**config.mk**
```make
export PLATFORM = sky130hd
export DESIGN_NAME = fcp_txq
export DESIGN_NICKNAME = d
export VERILOG_FILES = /design/src/rtl/fcp_txq.sv
export SDC_FILE = /design/constraint.sdc
export NUM_CORES = 1
export LEC_CHECK = 0
export CAP_MARGIN = 15
export CORE_MARGIN = 1.5
export CORE_UTILIZATION = 57
export DETAILED_ROUTE_END_ITERATION = 7
export GPL_TIMING_DRIVEN = 0
export PLACE_DENSITY = 0.84
export SLEW_MARGIN = 20
export SYNTH_ARGS = -nofsm -noshare
export SYNTH_HDL_FRONTEND = slang
export SYNTH_SLANG_ARGS = --single-unit
```
**constraint.sdc**
```tcl
create_clock -name clk -period 3.64 [get_ports clk]
set_input_delay 0.546 -clock clk [delete_from_list [all_inputs] [get_ports clk]]
set_output_delay 0.546 -clock clk [all_outputs]
set_load 0.05 [all_outputs]
```
**src/rtl/fcp_txq.sv**
```systemverilog
// Byte FIFO feeding a framed serial transmitter: SYNC, data bytes, optional CRC-8 byte, END.
// Define FCP_TXQ_CRC_EN to build the CRC state and the running r_crc; otherwise r_crc reads 8'h00.
module fcp_txq #(
  parameter int unsigned DEPTH    = 4,
  parameter int unsigned UI_CYC   = 16,
  parameter logic [7:0]  CRC_POLY = 8'h07,
  localparam int unsigned AW      = $clog2(DEPTH),
  localparam int unsigned UW      = $clog2(UI_CYC)
) (
  input  logic          clk,
  input  logic          rst,
  input  logic [7:0]    r_wdat,
  input  logic          r_push,
  input  logic          r_start,
  input  logic          r_abort,
  input  logic          r_clr,
  output logic          tx_en,
  output logic          tx_dat,
  output logic          busy,
  output logic          intr,
  output logic          ovf,
  output logic          full,
  output logic          empty,
  output logic [AW:0]   r_lvl,
  output logic [7:0]    r_crc
);

  typedef enum logic [2:0] {ST_IDLE, ST_SYNC, ST_BYTE, ST_CRC, ST_END} state_t;

  state_t          state_q, state_d;
  logic [UW-1:0]   ui_q, ui_d;
  logic [3:0]      bit_q, bit_d;
  logic [7:0]      byte_q, byte_d;
  logic            tx_en_q, tx_dat_q, busy_q, intr_q, ovf_q;
  logic            tx_dat_d, intr_d, ovf_d;
  logic            pop, push_ok, crc_clr, ui_done;
  logic [7:0]      mem [DEPTH];
  logic [AW:0]     wr_q, wr_d, rd_q, rd_d;
  logic [7:0]      head;

  assign r_lvl   = wr_q - rd_q;
  assign empty   = (wr_q == rd_q);
  assign full    = (r_lvl == (AW+1)'(DEPTH));
  assign head    = mem[rd_q[AW-1:0]];
  assign ui_done = (ui_q == UW'(UI_CYC - 1));

`ifdef FCP_TXQ_CRC_EN
  logic [7:0] crc_q, crc_d;

  function automatic logic [7:0] crc8_step(input logic [7:0] c_in, input logic [7:0] d);
    logic [7:0] c;
    logic       fb;
    c = c_in;
    for (int unsigned i = 0; i < 8; i++) begin
      fb = c[7] ^ d[3'(7 - i)];
      c  = {c[6:0], 1'b0} ^ (fb ? CRC_POLY : 8'h00);
    end
    return c;
  endfunction

  // byte_q holds the byte popped in the first BYTE cycle, so it is the CRC input here
  always_comb begin
    crc_d = crc_q;
    if (crc_clr)  crc_d = '0;
    else if (pop) crc_d = crc8_step(crc_q, byte_q);
  end

  always_ff @(posedge clk or posedge rst) begin
    if (rst) crc_q <= '0;
    else     crc_q <= crc_d;
  end

  assign r_crc = crc_q;
`else
  assign r_crc = '0;
`endif

  always_comb begin
    state_d = state_q;
    ui_d    = ui_q + 1'b1;
    bit_d   = bit_q;
    byte_d  = byte_q;
    pop     = 1'b0;
    crc_clr = 1'b0;
    intr_d  = 1'b0;
    case (state_q)
      ST_IDLE: begin
        ui_d  = '0;
        bit_d = '0;
        if (r_start && !empty) begin
          state_d = ST_SYNC;
          crc_clr = 1'b1;
        end
      end
      ST_SYNC: begin
        if (ui_done) begin
          ui_d = '0;
          if (bit_q == 4'd1) begin
            state_d = ST_BYTE;
            bit_d   = '0;
            byte_d  = head;
          end else begin
            bit_d = bit_q + 4'd1;
          end
        end
      end
      ST_BYTE: begin
        if (ui_q == '0 && bit_q == '0) pop = !empty;
        if (ui_done) begin
          ui_d = '0;
          if (bit_q == 4'd9) begin
            bit_d = '0;
            if (!empty) begin
              byte_d = head;
            end else begin
`ifdef FCP_TXQ_CRC_EN
              state_d = ST_CRC;
              byte_d  = crc_q;
`else
              state_d = ST_END;
`endif
            end
          end else begin
            bit_d = bit_q + 4'd1;
          end
        end
      end
`ifdef FCP_TXQ_CRC_EN
      ST_CRC: begin
        if (ui_done) begin
          ui_d = '0;
          if (bit_q == 4'd9) begin
            state_d = ST_END;
            bit_d   = '0;
          end else begin
            bit_d = bit_q + 4'd1;
          end
        end
      end
`endif
      ST_END: begin
        if (ui_done) begin
          state_d = ST_IDLE;
          ui_d    = '0;
          bit_d   = '0;
          intr_d  = 1'b1;
        end
      end
      default: begin
        state_d = ST_IDLE;
        ui_d    = '0;
        bit_d   = '0;
      end
    endcase
    if (r_abort) begin
      state_d = ST_IDLE;
      ui_d    = '0;
      bit_d   = '0;
      pop     = 1'b0;
      crc_clr = 1'b0;
      intr_d  = 1'b0;
    end
  end

  // Line outputs are registered from next-state values so they change on the state edge
  always_comb begin
    tx_dat_d = 1'b1;
    if (state_d == ST_SYNC) begin
      tx_dat_d = 1'b0;
    end else if (state_d == ST_BYTE || state_d == ST_CRC) begin
      if (bit_d < 4'd8)       tx_dat_d = byte_d[3'd7 - bit_d[2:0]];
      else if (bit_d == 4'd8) tx_dat_d = ~^byte_d;
    end
  end

  assign push_ok = r_push && !r_abort && (!full || pop);

  always_comb begin
    wr_d  = wr_q + (AW+1)'(push_ok);
    rd_d  = rd_q + (AW+1)'(pop);
    ovf_d = ovf_q;
    if (r_clr) ovf_d = 1'b0;
    if (r_push && !r_abort && full && !pop) ovf_d = 1'b1;
    if (r_abort) begin
      wr_d = '0;
      rd_d = '0;
    end
  end

  always_ff @(posedge clk) begin
    if (push_ok) mem[wr_q[AW-1:0]] <= r_wdat;
  end

  always_ff @(posedge clk or posedge rst) begin
    if (rst) begin
      state_q  <= ST_IDLE;
      ui_q     <= '0;
      bit_q    <= '0;
      byte_q   <= '0;
      wr_q     <= '0;
      rd_q     <= '0;
      tx_en_q  <= 1'b0;
      tx_dat_q <= 1'b1;
      busy_q   <= 1'b0;
      intr_q   <= 1'b0;
      ovf_q    <= 1'b0;
    end else begin
      state_q  <= state_d;
      ui_q     <= ui_d;
      bit_q    <= bit_d;
      byte_q   <= byte_d;
      wr_q     <= wr_d;
      rd_q     <= rd_d;
      tx_en_q  <= (state_d != ST_IDLE);
      tx_dat_q <= tx_dat_d;
      busy_q   <= (state_d != ST_IDLE);
      intr_q   <= intr_d;
      ovf_q    <= ovf_d;
    end
  end

  assign tx_en  = tx_en_q;
  assign tx_dat = tx_dat_q;
  assign busy   = busy_q;
  assign intr   = intr_q;
  assign ovf    = ovf_q;

endmodule

```
==> summary.txt <==
CTS Root Buffer Type: clkbuf_8
DP Cell Count: 353
CP Max Fanout: 9
Die area: 6110 sq um
Period minus WS final: 3.26 ns
1st-iter DRT viols: 97
Overall Global Routing Usage: 0.217
Synth Cell Area: 3220 sq um
Simple Share, Synth: 0.135
Count of library flops with an enable pin: 32
Tool warnings: 30
GRT met2 Usage: 0.337
Port Buffer Count: 23
CP required: 3.09 ns
Dominant Register Cell: edfxtp_1
Power, Total: 1.46 mW
RSZ-0062 raised after global routing: no
Antenna viol nets, final: 0
Die width: 78.1 um
Sink Count: 61
Final cycle utilization of the critical path: 0.896
Area growth syn-to-layout: 17.2%
Max-Cap Viols: 0
Yosys adder share: 0.0490
Final setup vio count: 0
Layout cells sized above 1: 0.222
Leak: 1.57 nW
M3 GR Usage: 0.0442
Cts hold-fix bufs: 0
Crit path launch type: flip-flop
Setup Skew: 0.00596 ns
M1 GR Usage: 0.288
Core Rows: 27
Top Layout Cells: edfxtp_1, dfrtp_1, clkdlybuf4s50_1, inv_1, nor2_1
XOR Share, Synth: 0.0435
Yosys chip area: 3220 sq um
Cells in synth_stat.txt: 251
Status: finished, final reports clean
Logic cell area: 1380 sq um
Yosys reg bits: 61
Vias in the first global route: 2031
DR pass1 iterations: 4
CP endpoint kind: output port
CTS tree: done
Global-route wire length before repair: 9.87 mm
Fin Hold WS: 0.495 ns
Synth mux share: 0.0832
Async SR Flop Fraction: 0.475
Final Net Count: 318
Top non-seq family: simple AND/OR/NAND/NOR gates
Pwr dens: 387 nW/um^2
Antenna Cells: 0
Pin count of the biggest net entering global routing: 30
Maximum vdd drop: 473 uV
Slew @ Worst Pin: 0.795 ns
Setup TNS Final: 0 ns
Worst slew margin: 0.470
Num CTS Buffers: 9
Drt drc: 0
Init Core Util: 0.588
FF/Latch Area: 1690 sq um
Final WL: 5.73 mm
Syn. warnings: 0
IO Pins: 32
Wire length per cell: 15.5 um
Fin cells: 369
Post-CTS setup buffers: 0
Compound-Gate Fraction of Synth Area: 0.101
Unique cell types: 61
Initial antenna violation count: 0
Cells after synthesis: 251
Post_cts resized: 0
Most numerous logic cell after layout: edfxtp_1
Die Height: 78.1 um
Latency at later pin: 0.34 ns
Clock buffer depth: 2
Grt peak-use layer: met2
-- final cells by class --
cell class                 count  area share
sequential                    61       0.447
tap                           72      0.0239
multi-input combinational    161       0.365
clock buffer                   9      0.0328
inverter                      17      0.0169
clock inverter                 7      0.0176
buffer                        19      0.0358
timing repair buffer          23      0.0610
-- flip-flops by register name, summed over array words and instances (netlist names) --
| name | count |
|---|---|
| ovf | 1 |
| state_q | 3 |
| ui_q | 4 |
| bit_q | 4 |
| rd_q | 3 |
| intr | 1 |
| busy | 1 |
| tx_dat | 1 |
| mem | 32 |
| byte_q | 8 |
| wr_q | 3 |
-- critical path, stage by stage (launching register included) --
cell and delay [ns]:
dfrtp_1 0.35, buf_2 0.25, inv_1 0.11, fa_1 0.45, xnor2_2 0.18, nor3b_2 0.21
clkdlybuf4s50_1 0.83
-- cell usage after synthesis (2+ instances only) --
cell	count	area (sq um)
a211oi_1	2	15.0
or3_1	4	25.0
nor3b_2	2	25.0
a32oi_1	2	17.5
mux2_2	6	67.6
a21oi_1	3	15.0
mux2i_1	2	20.0
nand2b_1	5	31.3
a211o_1	5	43.8
inv_1	16	60.1
o22ai_1	2	12.5
nor2b_1	8	50.1
edfxtp_1	32	961
nor3b_1	3	22.5
xnor2_1	9	78.8
nor3_1	4	20.0
buf_4	11	82.6
nor4b_1	2	17.5
nor2_1	14	52.6
o211ai_1	3	22.5
buf_2	6	30.0
nand2_1	4	15.0
nand3b_1	3	22.5
ha_1	11	138
buf_6	2	22.5
xor2_1	7	61.3
a211oi_2	2	25.0
dfrtp_1	28	701
nand3_1	7	35.0
mux4_2	8	180
o21ai_0	4	20.0
and3_1	5	31.3
-- routing by layer --
| layer | routed length [um] | vias to the layer above |
|---|---|---|
| met3 | 200 | 10 |
| met2 | 2800 | 44 |
| li1 | - | 993 |
| met5 | 0 | - |
| met1 | 2590 | 1029 |
| met4 | 146 | 0 |
-- logic make-up after synthesis --
group | Yosys count
buffers and inverters | 36
flip-flops | 61
AND-OR/OR-AND | 37
AND/OR/NAND/NOR | 72
other | 1
XOR/XNOR | 16
adder cells (fa/ha/maj) | 12
multiplexers | 16
-- worst paths after layout --
path                                         from                   to  slack [ns]  cells past startpoint
worst max-delay path            rd_q[1]$_DFF_PP0_                 full        0.38                      6
worst min-delay path            ui_q[0]$_DFF_PP0_    ui_q[0]$_DFF_PP0_        0.50                      1
worst max register to register  rd_q[1]$_DFF_PP0_  mem[1][2]$_DFFE_PP_        0.63                      9
worst min register to register  ui_q[0]$_DFF_PP0_    ui_q[0]$_DFF_PP0_        0.50                      1
max in group asynchronous                     rst  byte_q[7]$_DFF_PP0_        2.64                      2
min in group asynchronous                     rst    ui_q[0]$_DFF_PP0_        0.60                      2
-- per-stage QoR --
| step | cell area [sq um] | setup WS, ns |
|---|---|---|
| final | 3770 | 0.379 |
| after global routing | 3770 | 0.218 |
| after CTS | 3770 | 0.339 |
| after detailed placement | 3580 | 0.0567 |
| after global placement | 3580 | -0.199 |
| after floorplan | 3260 | 0.139 |
-- power by group --
part	leakage [nW]	switching, mW	internal, mW
logic	0.789	0.0840	0.0489
clock network	0.0887	0.268	0.310
registers	0.691	0.00648	0.741
total	1.57	0.358	1.10
io_fan.png
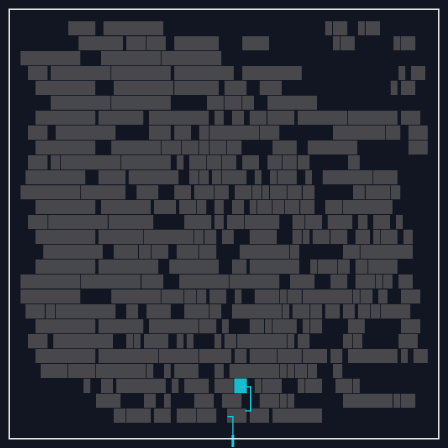
`r_push`: marked cyan, bits 1, direction input, edge bottom, end cells 1, buffers 1, wire 11.8 um.

layer_met3.png
Bar = 20 um.
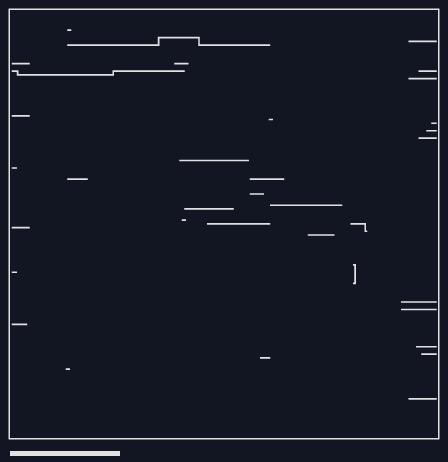
The layer holds 3.5% of the routed length. The longest straight run is 17.5 um.

placement.png
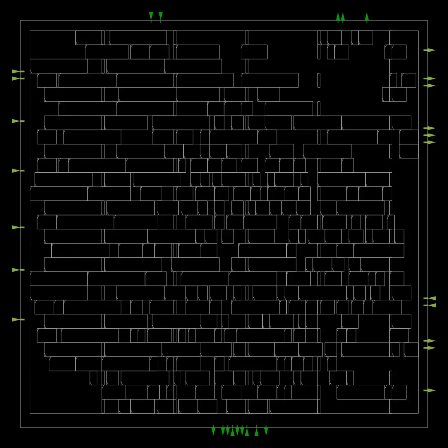
core region area: 5470 sq um
seq_cells: 61
well tap count: 72
Layout fillers: 411
Final Util: 0.689

placement_by_type.png
Fill, decap, tap and diode cells in grey.
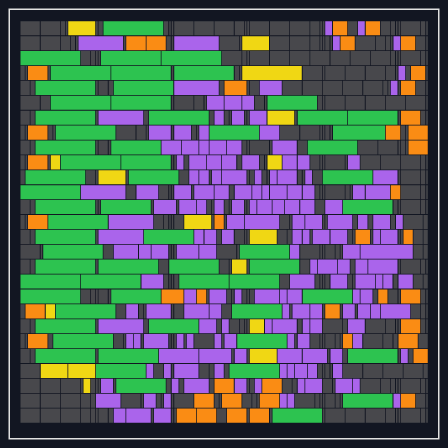
other buffers and delay cells: marked orange, cells 42, share of their area 9.9%. flops: marked green, cells 61, share of their area 46%. combinational and other logic: marked purple, cells 178, share of their area 39%. clock drivers and dummy loads: marked yellow, cells 16, share of their area 5.2%.

Power and IR drop assume default switching activity.
